**Clock wires, drivers and flops**

Bar = 20 um.
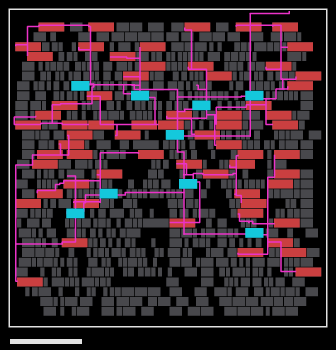
**Where the registers sit**

Bar = 20 um. Other sequential cells in the stronger grey, the rest of the logic in the fainter grey.
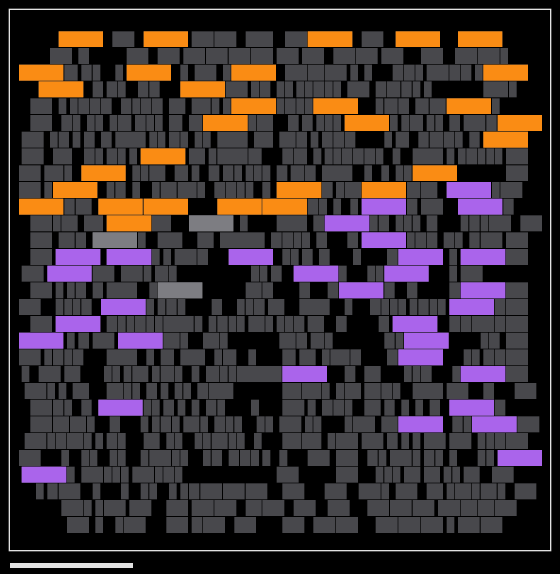
**Wiring by layer**

Bar = 20 um. Two of the layers only.
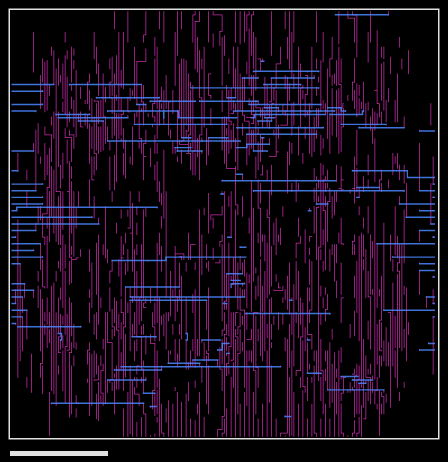
==> config.mk <==
export PLATFORM = sky130hd
export DESIGN_NAME = instr_encoder
export DESIGN_NICKNAME = d
export VERILOG_FILES = /design/src/rtl/riscv_pkg.sv /design/src/rtl/instr_field_pack.sv /design/src/rtl/instr_encoder.sv
export SDC_FILE = /design/constraint.sdc
export NUM_CORES = 1
export LEC_CHECK = 0
export ABC_AREA = 1
export CORE_UTILIZATION = 49
export DETAILED_ROUTE_END_ITERATION = 10
export PLACE_DENSITY = 0.86
export SYNTH_ARGS = -nofsm -noshare
export SYNTH_HDL_FRONTEND = slang
export SYNTH_SLANG_ARGS = --single-unit
export TNS_END_PERCENT = 100
==> constraint.sdc <==
create_clock -name clk -period 2.7 [get_ports clk]
set_input_delay 0.675 -clock clk [delete_from_list [all_inputs] [get_ports clk]]
set_output_delay 0.675 -clock clk [all_outputs]
set_load 0.02 [all_outputs]
==> results.yml <==
# implementation run metrics
status:
  status: "completed"
finish:
  layout_top_cell: "clkdlybuf4s50_1"
  syn2layout_area_growth_pct: 44.61
  final_nets: 753
  final_cells: 794
  n_fill_cell: 575
  largest_reg_flops: 31
  lay_top_cells: "123 x clkdlybuf4s50_1, 105 x nor2_1, 101 x nand2_1"
  n_antenna_cell: 0
  drive_gt1_share_pct: 7.307
global_routing:
  busiest_layer: "met2"
  grt_pass1_vias: 3900
  antenna_found_initial: 0
  grt_use_met3_pct: 7.634
  met1_usage_pct: 39.24
  grt_max_degree: 50
  gr-usage-met2_pct: 51.92
  grt_pass1_wl_um: 18440
  overflow: 0
final_timing:
  drv_slew: 0
  setup_viol: 0
  finClkSkew_ns: 0.005605
  hold_viol_final: 0
  period_used_pct: 98.69
  rsz0062_at_grt: "no"
  fmax_ghz: 0.3753
  period_minus_slack_ns: 2.665
power:
  ir_drop_mv: 0.3694
  power_mw: 2.312
  power_density_nw_per_um2: 444.3
  p_sw_share_pct: 29.90
  p_switching_mw: 0.6914
  power_leakage_nw: 2.105
  pwr-share-seq_pct: 43.9
  intPower_mw: 1.621
  power.share.combinational_pct: 23.9
worst_setup_path:
  reg2reg_depth: 10
  crit_path_max_fanout: 2
  critPathCaptureType: "output pin"
  reg2reg_slack_ns: 0.81
  cp-start-kind: "input pin"
  worstSetupPathType: "input pin to output pin"
  cp.required_ns: 2.03
  cp.arrival_ns: 1.99
synthesis:
  synth_cell_types: 38
  synth_area_leader_cell: "dfxtp_1"
  avgSynthCellArea_sq_um: 6.426
  yosys_warnings: 0
  syn_area_sq_um: 3598
  yosysTopAreaCellShare_pct: 35.61
  yosys_cells: 560
  area_leaders: "dfxtp_1 36%, nor2_1 11%, nand2_1 11%"
  postSynthSeqShare_pct: 35.61
  synthCells: 560
  ys_ff: 64
  yosys-stat-area_sq_um: 3598
cts:
  clock_path_buffers: 2
  cts-resized-gates: 0
  cts.sinks: 64
  clkTransAtPathRegs_ns: 0.07
  cts_tree: "built"
  htreeDepth: 3
  clockRootBuffer: "clkbuf_8"
  post_cts_buffers: 0
  hold_buffers: 0
  numCtsBuffers: 9
floorplan:
  die-area_sq_um: 7690
  die_y_um: 87.70
  die_x_um: 87.70
  core_sq_um: 6944
  io_pins: 126
  placementRows: 30
  fp_util_pct: 51.82
detailed_routing:
  ant_nets: 0
  first_iter_violations: 427
  drcViolationCount: 0
  wire_per_inst_um: 14.43
  viasPerCell: 5.350
  first_pass_iters: 5
placed_design:
  dp.cells: 779
  numPortBuffers: 123
  gp_congestion: 0.9849
  dp_hpwl_um: 8845
run:
  drv_cap: 0
  warnings: 26
hold_path:
  min-delay-path-class: "flip-flop to flip-flop"
  whs_path_depth: 2
## Picture notes: 'clock wires, drivers and flops'
- flip-flops: red (count 64)
- clock wires: magenta (length 853 um)
- clock drivers: cyan (count 9)
- routed clock nets: 10
clk ins delay skew pair: 0.35 ns
Clock Power Share: 32.2%
Power Clock: 0.745 mW

## Picture notes: 'where the registers sit'
- `out_addr`: orange (flops 30)
- `out_instr`: purple (flops 31)
- not coloured: 3
final core utilization: 74.94%
sequential fraction of total cell area: 24.62%

## Picture notes: 'wiring by layer'
- metal 2: magenta (wire length 5460 um)
- metal 3: blue (wire length 922 um)
Via Count: 4248
final wirelength: 11460 um
All-Layer GR Usage: 30.90%

[power groups by stage]
stage	clock [mW]	combinational [mW]	sequential, mW
final	0.745	0.552	1.02
after global routing	0.789	0.596	1.02
after CTS	0.750	0.550	1.01
after detailed placement	0	0.548	1.04
after global placement	0	0.536	1.03
after floorplan	0	0.243	1.08
[stage by stage]
step | hold slack, ns | setup WS [ns] | TNS, ns | area [sq um]
after floorplan | 0.5383 | 0.6802 | 0 | 3602
after global placement | 0.4474 | 0.02560 | 0 | 5031
after detailed placement | 0.4633 | -0.03874 | -0.4662 | 5031
after CTS | 0.4778 | 0.02313 | 0 | 5204
after global routing | 0.5071 | 0.01510 | 0 | 5204
final | 0.4754 | 0.03524 | 0 | 5204
[cells by family (layout without fill, tap and decap cells)]
logic type,Yosys count,after routing,share of synthesized area [%]
compound gates,104,104,16.86
xor+xnor,6,6,1.460
fa+ha+maj,1,1,0.3476
buf+inv,87,224,10.47
flops,64,64,35.61
other cells,1,2,0.1042
simple gates,297,297,35.15
[area by class of cell]
type,instances,area (sq um),area share [%]
inverters,61,229.0,4.400
flip-flops and latches,64,1281,24.62
well taps,96,120.1,2.308
repair buffers,148,1444,27.75
clock buffers,12,155.1,2.981
multi-input cells,410,1957,37.61
clock inverters,3,17.52,0.3366
[metal layers]
| layer | routed length, um | up-vias |
|---|---|---|
| met1 | 4825 | 1909 |
| met4 | 247 | 0 |
| met3 | 921 | 26 |
| met5 | 0 | - |
| li1 | - | 2117 |
| met2 | 5462 | 196 |
[synth_stat cells]
library cell and number:
a211oi_1 1, a21boi_0 1, a21oi_1 52, a221oi_1 4, a22oi_1 17, a31oi_1 1
a41oi_1 1, and3_1 1, buf_1 5, buf_2 7, buf_4 3, buf_6 4
clkbuf_1 7, conb_1 1, dfxtp_1 64, ha_1 1, inv_1 57, inv_2 4
nand2_1 101, nand2_2 2, nand3_1 55, nand4_1 11, nor2_1 106, nor2_2 2
nor2_4 1, nor3_1 13, nor3_2 1, nor3b_1 1, nor4_1 2, o21a_1 2
o21ai_0 19, o21ai_1 1, o221a_2 1, o221ai_1 1, o22ai_1 3, or2_1 1
xnor2_1 1, xor2_1 5
[critical path, cell delays in order]
cell	delay, ns
clkdlybuf4s50_1	0.51
inv_1	0.05
nand2_1	0.12
clkdlybuf4s50_1	0.63
Power and IR drop assume default switching activity.
